### config.mk
export PLATFORM = sky130hd
export DESIGN_NAME = pipe_stage_skid
export DESIGN_NICKNAME = d
export VERILOG_FILES = /design/src/rtl/pipe_stage_skid.sv
export SDC_FILE = /design/constraint.sdc
export NUM_CORES = 1
export LEC_CHECK = 0
export CAP_MARGIN = 20
export CELL_PAD_IN_SITES_DETAIL_PLACEMENT = 0
export CELL_PAD_IN_SITES_GLOBAL_PLACEMENT = 1
export CORE_MARGIN = 10
export CORE_UTILIZATION = 33
export CTS_CLUSTER_SIZE = 30
export DETAILED_ROUTE_END_ITERATION = 10
export PLACE_DENSITY_LB_ADDON = 0.1
export SLEW_MARGIN = 25
export SYNTH_ARGS = -nofsm -noshare
export SYNTH_HDL_FRONTEND = slang
export SYNTH_SLANG_ARGS = --single-unit
### constraint.sdc
create_clock -name clk -period 1.9 [get_ports clk]
set_input_delay 0.285 -clock clk [delete_from_list [all_inputs] [get_ports clk]]
set_output_delay 0.285 -clock clk [all_outputs]
set_load 0.005 [all_outputs]
### src/rtl/pipe_stage_skid.sv
// Inter-stage pipeline register with valid/ready handshake, flush-to-bubble and optional 2-entry skid buffer.
// Latency 1 cycle; full throughput; SKID=1 registers in_ready (no out_ready->in_ready path), SKID=0 passes it through.
module pipe_stage_skid #(
    parameter int DATA_W = 32,
    parameter int CTRL_W = 8,
    parameter int SKID   = 1
) (
    input  logic              clk,
    input  logic              rst,
    input  logic              flush,
    input  logic              in_valid,
    output logic              in_ready,
    input  logic [DATA_W-1:0] in_data,
    input  logic [CTRL_W-1:0] in_ctrl,
    output logic              out_valid,
    input  logic              out_ready,
    output logic [DATA_W-1:0] out_data,
    output logic [CTRL_W-1:0] out_ctrl,
    output logic [1:0]        occupancy
);

    logic              r_main_vld;
    logic [DATA_W-1:0] r_main_data;
    logic [CTRL_W-1:0] r_main_ctrl;
    logic              r_skid_vld;
    logic [DATA_W-1:0] r_skid_data;
    logic [CTRL_W-1:0] r_skid_ctrl;

    logic w_acc;
    logic w_drn;

    generate
        if (SKID != 0) begin : g_skid
            assign in_ready = !r_skid_vld;
        end else begin : g_noskid
            assign in_ready = !r_main_vld | out_ready;
        end
    endgenerate

    assign w_acc = in_valid & in_ready;
    assign w_drn = r_main_vld & out_ready;

    always_ff @(posedge clk) begin
        if (rst || flush) begin
            r_main_vld  <= 1'b0;
            r_main_data <= '0;
            r_main_ctrl <= '0;
            r_skid_vld  <= 1'b0;
            r_skid_data <= '0;
            r_skid_ctrl <= '0;
        end else if (w_drn) begin
            if (r_skid_vld) begin
                // in_ready is low while skid is full, so no accept can collide here
                r_main_data <= r_skid_data;
                r_main_ctrl <= r_skid_ctrl;
                r_skid_vld  <= 1'b0;
                r_skid_ctrl <= '0;
            end else if (w_acc) begin
                r_main_data <= in_data;
                r_main_ctrl <= in_ctrl;
            end else begin
                r_main_vld  <= 1'b0;
                r_main_ctrl <= '0;
            end
        end else if (w_acc) begin
            if (!r_main_vld) begin
                r_main_vld  <= 1'b1;
                r_main_data <= in_data;
                r_main_ctrl <= in_ctrl;
            end else if (SKID != 0) begin
                r_skid_vld  <= 1'b1;
                r_skid_data <= in_data;
                r_skid_ctrl <= in_ctrl;
            end
        end
    end

    assign out_valid = r_main_vld;
    assign out_data  = r_main_data;
    assign out_ctrl  = r_main_ctrl;
    assign occupancy = 2'(r_main_vld) + 2'(r_skid_vld);

    a_skid_implies_main: assert property (@(posedge clk) disable iff (rst) r_skid_vld |-> r_main_vld);

endmodule

run_1/layer_met3.png
Bar = 20 um.
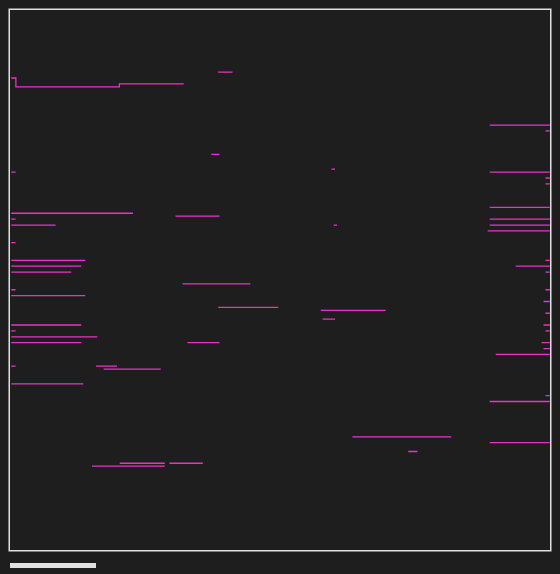
share of all routed wire: 4.7%
main direction: horizontal
longest straight run: 27.8 um

run_1/layer_met1.png
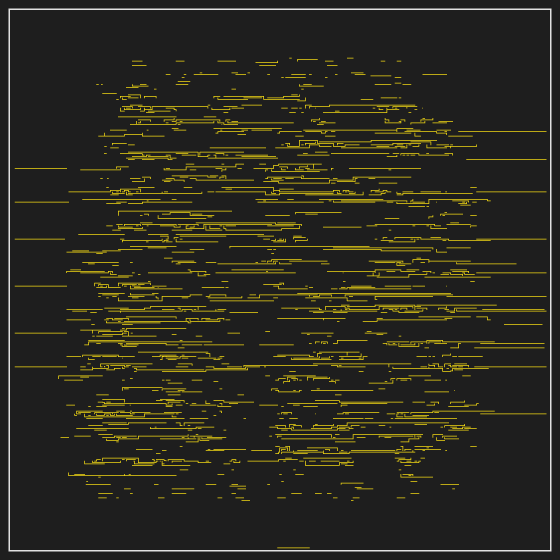
wire length on this layer: 4820 um
nets with wire on the layer: 515
longest straight run: 35.4 um

run_1/placement_by_type.png
Fill, decap, tap and diode cells in gray.
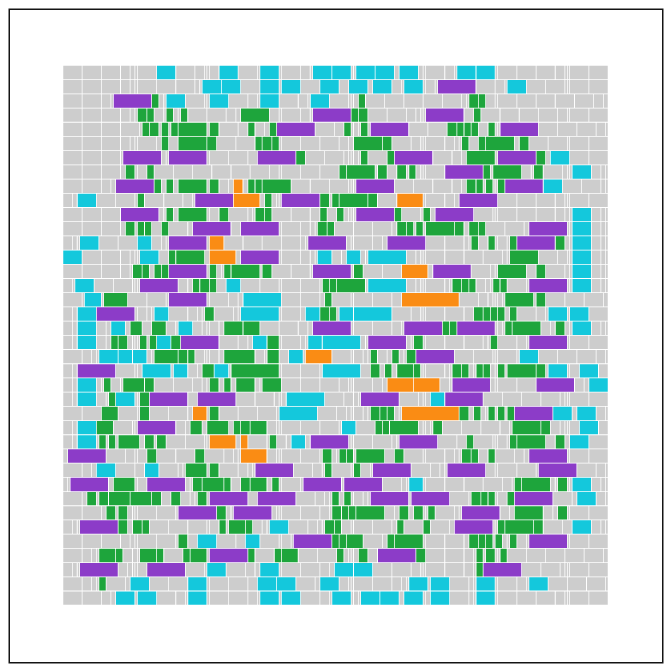
legend:
  purple:
    class: sequential cells
    cells: 82
    share_of_their_area: 34%
  green:
    class: combinational and other logic
    cells: 304
    share_of_their_area: 37%
  cyan:
    class: remaining buffers and delay cells
    cells: 121
    share_of_their_area: 25%
  orange:
    class: clock drivers and dummy loads
    cells: 15
    share_of_their_area: 4.2%
FP Rows: 38
fraction of area in registers: 32.4%
post-layout util: 47.0%
design area: 5070 um^2

run_1/clocks.png
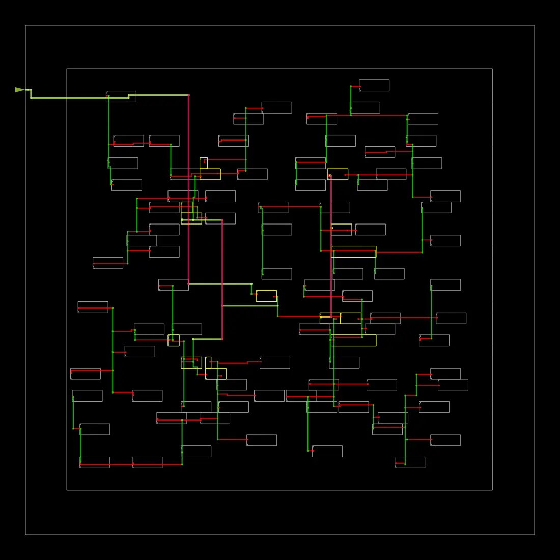
Final Skew: 0.0113 ns
P_clk: 1.36 mW
clk ins delay skew pair: 0.35 ns

==> run_results.csv, run 1 <==
group,metric,value,unit
run_status,status,"finished clean",
layout,signal_buffers,121,
power_and_ir_drop,power,3.69,mW
layout,n_fill_cell,1056,
floorplanning,core-area,10800,um^2
yosys,ys_chip_area,3630,um^2
layout,n_antenna_cell,0,
timing,fin_crit,1.82,ns
yosys,xor_share,0,%
drt,drcViolationCount,0,
drt,drt_iter0_drc,204,
yosys,yosys.area.top_type,"dfxtp_1",
yosys,synth_top_cell_by_count,"nand2_1",
job,cap_violations,0,
yosys,topCombFamilyByArea,"AND-OR/OR-AND gates",
drt,drt-pass1-iter-count,4,
layout,drive_above_1_share,15.9,%
layout,syn_to_final_growth,39.8,%
yosys,synth_area,3630,um^2
clock_network,cts_sinks,82,
power_and_ir_drop,p_leak,1.70,nW
yosys,ys_seq_share,45.2,%
yosys,ys_sh_mux,0,%
layout,final.clkbuf_count,10,
layout,comb_share,34.8,%
layout,fin_nets,565,
yosys,synthDominantCellAreaShare,45.2,%
yosys,async_reset_ff_share,0,%
yosys,synth.area.top_cells,"dfxtp_1 45%, nand2_1 14%, a311oi_2 12%",
setup_path,r2r-start,"r_skid_vld$_SDFFE_PP0P_",
yosys,numSynthFlops,82,
power_and_ir_drop,power_density,728,nW/um^2
setup_path,end_kind,"primary output",
global_route,grt_pass1_wl,17400,um
timing,setup_viol,0,
yosys,adder_share,0.690,%
clock_network,cts_tree,"done",
place,dp_hpwl,7400,um
yosys,yosysWarningCount,0,
drt,num_vias,3279,
yosys,syn-num-nets,474,
global_route,grt_max_degree,31,
layout,layout_top_cell,"nand2_1",
yosys,flop_cell,"dfxtp_1",
power_and_ir_drop,peakVddDrop,0.415,mV
timing,slew_headroom,76.7,%
timing,rsz0062_at_grt,"false",
layout,logic_gates,295,
layout,buf_share,24.6,%
global_route,antenna_found_initial,0,
drt,detail_route.vias_per_cell,4.95,
job,tool_warnings,26,
layout,largest_cell_class,"logic gates",
yosys,netlist_top_cells_count,"138 x nand2_1, 82 x dfxtp_1, 74 x a21oi_1",
yosys,synthCells,427,
layout,final_cell_mix,"138 x nand2_1, 87 x clkdlybuf4s50_1, 82 x dfxtp_1, 74 x a21oi_1, 30 x a311oi_2",
drt,routedWlPerCell,16.0,um
floorplanning,n_tap_cell,140,
layout,clk_share,4.10,%
yosys,synth-edff-count,0,
layout,logic_area,1770,um^2
clock_network,clk_pin_slew,0.09,ns
setup_path,crit_required,1.62,ns
place,portBuffers,88,
timing,whs,0.457,ns
layout,ff_count,82,
setup_path,cp_slowest_cell,"clkdlybuf4s50_1",
clock_network,clock-root-buffer,"clkbuf_8",
drt,postRouteAntennaNets,0,
-- run 1: through the flow --
step | instance area (um^2) | std cells | setup slack, ns
2_1_floorplan | 3630 | 427 | 0.0716
6_report | 5070 | 662 | 0.0759
3_5_place_dp | 4860 | 647 | -0.132
5_1_grt | 5070 | 662 | 0.00388
3_3_place_gp | 4860 | 647 | -0.0945
4_1_cts | 5060 | 662 | 0.00623
-- run 1: critical path: cells and delay by family, from the launching register on --
| kind | cells | cell delay (ns) |
|---|---|---|
| adder cells (fa/ha/maj) | 1 | 0.16 |
| flip-flops | 1 | 0.35 |
| buffers and inverters | 2 | 0.68 |
-- run 1: path summary, 6_finish.rpt --
path | slack (ns) | to | cells past startpoint
setup / recovery | 0.08 | occupancy[1] | 3
hold / removal | 0.46 | r_skid_data[4]$_SDFFE_PP0P_ | 2
hold reg to reg | 0.46 | r_skid_data[4]$_SDFFE_PP0P_ | 2
setup reg to reg | 0.27 | out_data[0]$_SDFFE_PP0P_ | 6
-- run 1: per-layer routing --
layer	global-route usage, %	up-vias	wire [um]
li1	-	1662	-
met1	16.4	1540	4820
met2	22.4	67	5170
met3	3.32	10	499
met4	4.27	0	129
met5	0	-	0
-- run 1: power by group --
part | internal, mW | leakage, nW | switching, mW
registers | 1.76 | 0.664 | 0.0233
clock network | 0.732 | 0.0984 | 0.632
logic | 0.291 | 0.934 | 0.255
total | 2.78 | 1.70 | 0.911
-- run 1: what timing repair did --
action                                  4_1_cts  5_1_grt
resized                                       1        2
cloned                                        0        0
endpoints found under the setup margin        1        1
hold buffers                                  0        0
-- run 1: state kept, by name, indices dropped and copies added, names as in the netlist --
signal / count
out_ctrl: 8
out_valid: 1
r_skid_ctrl: 8
out_data: 32
r_skid_vld: 1
r_skid_data: 32
==> run 1 -> run 2 <==
--- a/config.mk
+++ b/config.mk
@@ -10,9 +10,10 @@
 export CELL_PAD_IN_SITES_GLOBAL_PLACEMENT = 1
 export CORE_MARGIN = 10
 export CORE_UTILIZATION = 33
-export CTS_CLUSTER_SIZE = 30
+export CTS_CLUSTER_SIZE = 20
 export DETAILED_ROUTE_END_ITERATION = 10
 export PLACE_DENSITY_LB_ADDON = 0.1
+export SKIP_LAST_GASP = 1
 export SLEW_MARGIN = 25
 export SYNTH_ARGS = -nofsm -noshare
 export SYNTH_HDL_FRONTEND = slang
==> run 2 against run 1 <==
Area after synthesis unchanged. Worst hold slack unchanged. Via count unchanged. Routed wire length unchanged. Setup slack unchanged. Register-to-register slack about the same.
==> run_results.csv, run 2 <==
group,metric,value,unit
power_and_ir_drop,maxPowerGroup,"sequential cells",
timing,drv_slew,0,
setup_path,path_buffers,2,
yosys,synth_area,3630,um^2
place,placedInstanceArea,4860,um^2
timing,fin_crit,1.82,ns
power_and_ir_drop,power,3.69,mW
power_and_ir_drop,sw_frac_of_total,24.7,%
yosys,netlist_top_cells_count,"138 x nand2_1, 82 x dfxtp_1, 74 x a21oi_1",
drt,drcViolationCount,0,
yosys,synth-edff-count,0,
timing,slew_headroom,76.7,%
drt,postRouteAntennaNets,0,
global_route,grt_max_degree,31,
place,placedCellCount,647,
floorplanning,core-area,10800,um^2
job,tool_warnings,26,
power_and_ir_drop,p_int,2.78,mW
drt,routedWlPerCell,16.0,um
clock_network,clock-root-buffer,"clkbuf_8",
place,portBuffers,88,
timing,setup_slack,0.0759,ns
timing,rsz0062_at_grt,"false",
timing,setup_viol,0,
yosys,numSynthFlops,82,
power_and_ir_drop,power_density,728,nW/um^2
clock_network,clk_pin_slew,0.09,ns
drt,drt_iter0_drc,204,
floorplanning,rows,38,
layout,layout_top_cell,"nand2_1",
drt,drt-pass1-iter-count,4,
layout,stdcell_count,662,
yosys,synthCells,427,
power_and_ir_drop,peakVddDrop,0.415,mV
power_and_ir_drop,clockPowerShare,36.9,%
job,cap_violations,0,
yosys,yosys.area.top_type,"dfxtp_1",
layout,n_fill_cell,1056,
power_and_ir_drop,power_frac_comb,14.8,%
drt,detail_route.vias_per_cell,4.95,
layout,syn_to_final_growth,39.8,%
power_and_ir_drop,comb-power,546,uW
yosys,syn-num-nets,474,
global_route,gr-total-overflow,0,
power_and_ir_drop,switching_power,911,uW
setup_path,cp_top_family,"buffers and inverters",
yosys,flop_cell,"dfxtp_1",
layout,final_cell_mix,"138 x nand2_1, 87 x clkdlybuf4s50_1, 82 x dfxtp_1, 74 x a21oi_1, 30 x a311oi_2",
setup_path,crit_required,1.62,ns
global_route,grt_pass1_wl,17400,um
clock_network,hold_buffers,0,
place,dp_hpwl,7400,um
global_route,antenna_found_initial,0,
power_and_ir_drop,p_leak,1.70,nW
run_status,status,"finished clean",
layout,stdcell_area,5070,um^2
yosys,synth.area.top_cells,"dfxtp_1 45%, nand2_1 14%, a311oi_2 12%",
setup_path,r2r_slack,0.27,ns
place,dp_slack,-0.132,ns
power_and_ir_drop,power_clock,1.36,mW
setup_path,cp_slowest_cell,"clkdlybuf4s50_1",
timing,clock_skew,0.0113,ns
clock_network,cts_tree,"done",
yosys,yosysWarningCount,0,
layout,n_antenna_cell,0,
yosys,ys_chip_area,3630,um^2
clock_network,clock_latency,0.35,ns
power_and_ir_drop,seqPwrFrac,48.3,%
power_and_ir_drop,pg_seq,1.78,mW
layout,drive_above_1_share,15.9,%
run 2: cell counts in the layout (fill, tap and decap cells not counted):
Identical to the previous run, type by type.
run 2: path summary, 6_finish.rpt:
kind                                                   from                          end  depth (start not counted)
worst max-delay path                 out_valid$_SDFFE_PP0P_                 occupancy[1]                          3
worst min-delay path            r_skid_data[4]$_SDFFE_PP0P_  r_skid_data[4]$_SDFFE_PP0P_                          2
worst max register to register      r_skid_vld$_SDFFE_PP0P_     out_data[0]$_SDFFE_PP0P_                          6
worst min register to register  r_skid_data[4]$_SDFFE_PP0P_  r_skid_data[4]$_SDFFE_PP0P_                          2
run 2: timing repair:
action,in CTS,in global routing
pin swaps,0,0
gates resized,1,2
gates cloned,0,0
setup endpoints to repair,1,1
run 2: logic make-up after synthesis:
kind of cell | count (synthesis) | share of synthesized area (%)
AOI/OAI and AO/OA | 134 | 28.1
buffers and inverters | 50 | 6.86
DFF | 82 | 45.2
adders and majority gates | 2 | 0.690
and+or+nand+nor | 159 | 19.1
run 2: per-stage QoR:
stage | hold slack, ns | util (%) | setup TNS, ns
detailed placement | 0.445 | 45.0 | -3.30
CTS | 0.457 | 46.9 | 0
floorplan | 0.421 | - | 0
finish | 0.457 | 47.0 | 0
global placement | 0.441 | 45.0 | -2.60
global route | 0.472 | 47.0 | 0
run 2: layout make-up:
type	count	area, um^2	area share, %
Clock buffer	10	128	2.52
Timing Repair Buffer	121	1250	24.6
Clock inverter	5	80.1	1.58
Multi-Input combinational cell	295	1770	34.8
Tap cell	140	175	3.45
Inverter	9	33.8	0.666
Sequential cell	82	1640	32.4
run 2: routing by layer:
layer  wire length [um]  track usage [%]  share of wire [%]
met1               4820             16.4                 45
met2               5170             22.4                 49
met3                499             3.32                4.7
met4                129             4.27                1.2
met5                  0                0                  0
run_2/clocks.png
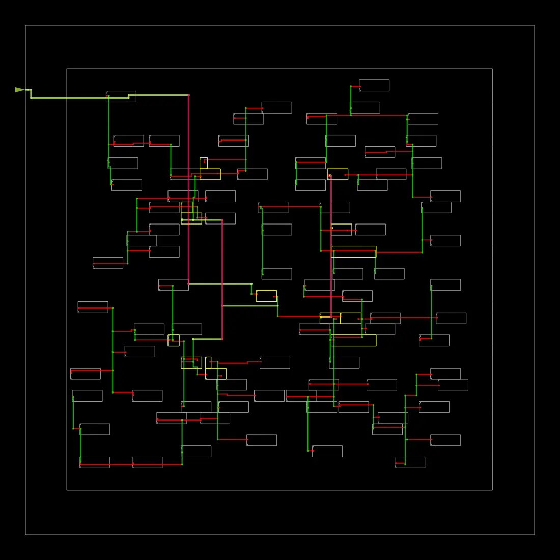
CTS Buf Count: 9
Flops: 82

run_2/layer_met1.png
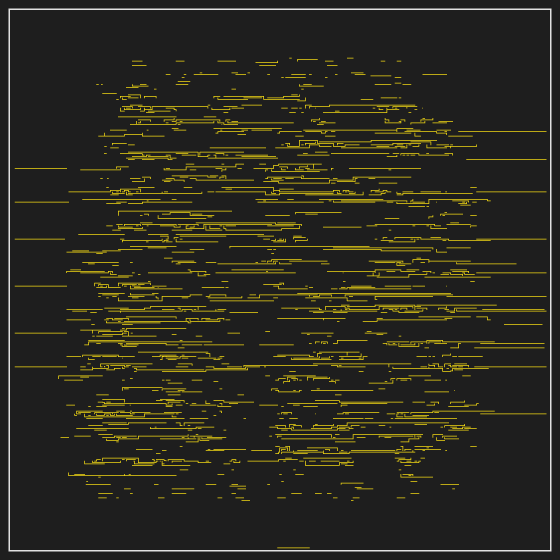
Vias: 3279
grt met1 use: 16.4%

==> run 2 -> run 3 <==
--- a/config.mk
+++ b/config.mk
@@ -10,6 +10,7 @@
 export CELL_PAD_IN_SITES_GLOBAL_PLACEMENT = 1
 export CORE_MARGIN = 10
 export CORE_UTILIZATION = 33
+export CTS_CLUSTER_DIAMETER = 100
 export CTS_CLUSTER_SIZE = 20
 export DETAILED_ROUTE_END_ITERATION = 10
 export PLACE_DENSITY_LB_ADDON = 0.1
==> run 3 against run 2 <==
Area after synthesis stayed put. Design area stayed put. Utilization stayed put. Count of clock-buffer cells in the layout stayed put. Sequential cell count stayed put. Global-route usage stayed put. Non-clock buffer count stayed put. Cell count stayed put. Worst hold slack stayed put. Register-to-register slack hardly changed. Total power stayed put.
==> run_results.csv, run 3 <==
group,metric,value,unit
run_status,status,"finished clean",
clock_network,cts_sinks,82,
global_route,antenna_found_initial,0,
drt,drt-pass1-iter-count,4,
timing,whs,0.457,ns
timing,fin_crit,1.82,ns
layout,n_antenna_cell,0,
layout,stdcell_count,662,
clock_network,clock-root-buffer,"clkbuf_8",
clock_network,cts_buffers,9,
power_and_ir_drop,power_density,728,nW/um^2
yosys,synthCells,427,
timing,drv_slew,0,
yosys,topCombFamilyByArea,"AND-OR/OR-AND gates",
global_route,grtUsageMet1,16.4,%
yosys,synth_area,3630,um^2
layout,flop_area,1640,um^2
setup_path,cp_top_family,"buffers and inverters",
timing,setup_slack,0.0759,ns
setup_path,end_kind,"primary output",
yosys,xor_share,0,%
global_route,grt_pass1_vias,3266,
global_route,grtUsageMet3,3.32,%
job,cap_violations,0,
timing,slew_headroom,76.7,%
yosys,synth-edff-count,0,
floorplanning,rows,38,
place,dp_slack,-0.132,ns
drt,detail_route.vias_per_cell,4.95,
yosys,synth.area.top_cells,"dfxtp_1 45%, nand2_1 14%, a311oi_2 12%",
layout,syn_to_final_growth,39.8,%
setup_path,path_buffers,2,
layout,fin_util,47.0,%
yosys,async_reset_ff_share,0,%
layout,drive_above_1_share,15.9,%
timing,clock_skew,0.0113,ns
yosys,yosys.area.top_type,"dfxtp_1",
yosys,ys_chip_area,3630,um^2
global_route,busiest_layer,"met2",
global_route,grt_pass1_wl,17400,um
drt,drcViolationCount,0,
drt,drt_iter0_drc,204,
floorplanning,core-area,10800,um^2
place,placedInstanceArea,4860,um^2
job,tool_warnings,26,
clock_network,clock_latency,0.35,ns
layout,stdcell_area,5070,um^2
power_and_ir_drop,p_leak,1.70,nW
timing,setup_viol,0,
yosys,synth-simple-area-share,19.1,%
place,gp_congestion,0.752,
timing,rsz0062_at_grt,"false",
drt,postRouteAntennaNets,0,
power_and_ir_drop,peakVddDrop,0.415,mV
yosys,ys_seq_share,45.2,%
drt,routedWlPerCell,16.0,um
place,portBuffers,88,
setup_path,crit_required,1.62,ns
layout,logic_area,1770,um^2
setup_path,cp_slowest_cell,"clkdlybuf4s50_1",
place,dp_hpwl,7400,um
layout,fin_nets,565,
layout,layout_top_cell,"nand2_1",
yosys,flop_cell,"dfxtp_1",
layout,final_cell_mix,"138 x nand2_1, 87 x clkdlybuf4s50_1, 82 x dfxtp_1, 74 x a21oi_1, 30 x a311oi_2",
yosys,syn-num-nets,474,
yosys,synth_top_cell_by_count,"nand2_1",
yosys,ys_sh_mux,0,%
place,placedCellCount,647,
global_route,grt_max_degree,31,
layout,n_fill_cell,1056,
global_route,gr-total-overflow,0,
yosys,netlist_top_cells_count,"138 x nand2_1, 82 x dfxtp_1, 74 x a21oi_1",
yosys,adder_share,0.690,%
setup_path,crit_chain,"buf_4 -> ha_1 -> clkdlybuf4s50_1",
## run 3: path summary, 6_finish.rpt
path                                 endpoint                         from  slack, ns  cells after the start
hold / removal    r_skid_data[4]$_SDFFE_PP0P_  r_skid_data[4]$_SDFFE_PP0P_       0.46                      2
hold reg to reg   r_skid_data[4]$_SDFFE_PP0P_  r_skid_data[4]$_SDFFE_PP0P_       0.46                      2
setup reg to reg     out_data[0]$_SDFFE_PP0P_      r_skid_vld$_SDFFE_PP0P_       0.27                      6
setup / recovery                 occupancy[1]       out_valid$_SDFFE_PP0P_       0.08                      3
## run 3: cell type report
class	instances	share of cell area (%)
clock buffers	10	2.52
repair buffers	121	24.6
clock inverters	5	1.58
well taps	140	3.45
multi-input cells	295	34.8
flip-flops and latches	82	32.4
inverters	9	0.666
## run 3: power breakdown
group | total (mW) | switching [mW] | internal [mW]
combinational | 0.546 | 0.255 | 0.291
sequential | 1.78 | 0.0233 | 1.76
clock | 1.36 | 0.632 | 0.732
total | 3.69 | 0.911 | 2.78
## run 3: repair_timing
action | in CTS | in global routing
hold endpoints to repair | 0 | 0
cloned | 0 | 0
hold buffers | 0 | 0
gates resized | 1 | 2
setup endpoints to repair | 1 | 1
pin swaps | 0 | 0
## run 3: stage by stage
step                      setup TNS, ns  total power [mW]
after CTS                             0              3.73
after floorplan                       0              2.07
after global placement            -2.60              2.37
after detailed placement          -3.30              2.37
final                                 0              3.69
after global routing                  0              3.86
## run 3: metal layers
layer | up-vias | part of all wire [%] | wire (um)
met3 | 10 | 4.7 | 499
li1 | 1662 | - | -
met2 | 67 | 49 | 5170
met4 | 0 | 1.2 | 129
met5 | - | 0 | 0
met1 | 1540 | 45 | 4820
run_3/layer_met1.png
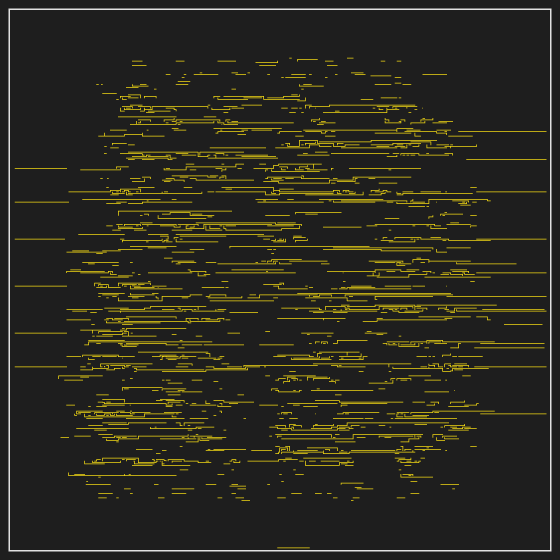
share of all routed wire: 45%
nets with wire on the layer: 515
main direction: horizontal
wire length on this layer: 4820 um
longest straight run: 35.4 um
Detailed Route WL: 10600 um

run_3/layer_met3.png
Bar = 20 um.
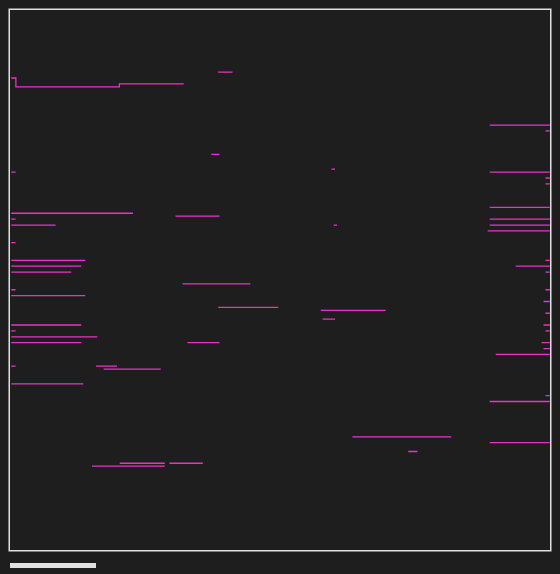
nets with wire on the layer: 49
share of all routed wire: 4.7%
main direction: horizontal

No activity file was given, so power comes from the tool's default toggle rates.
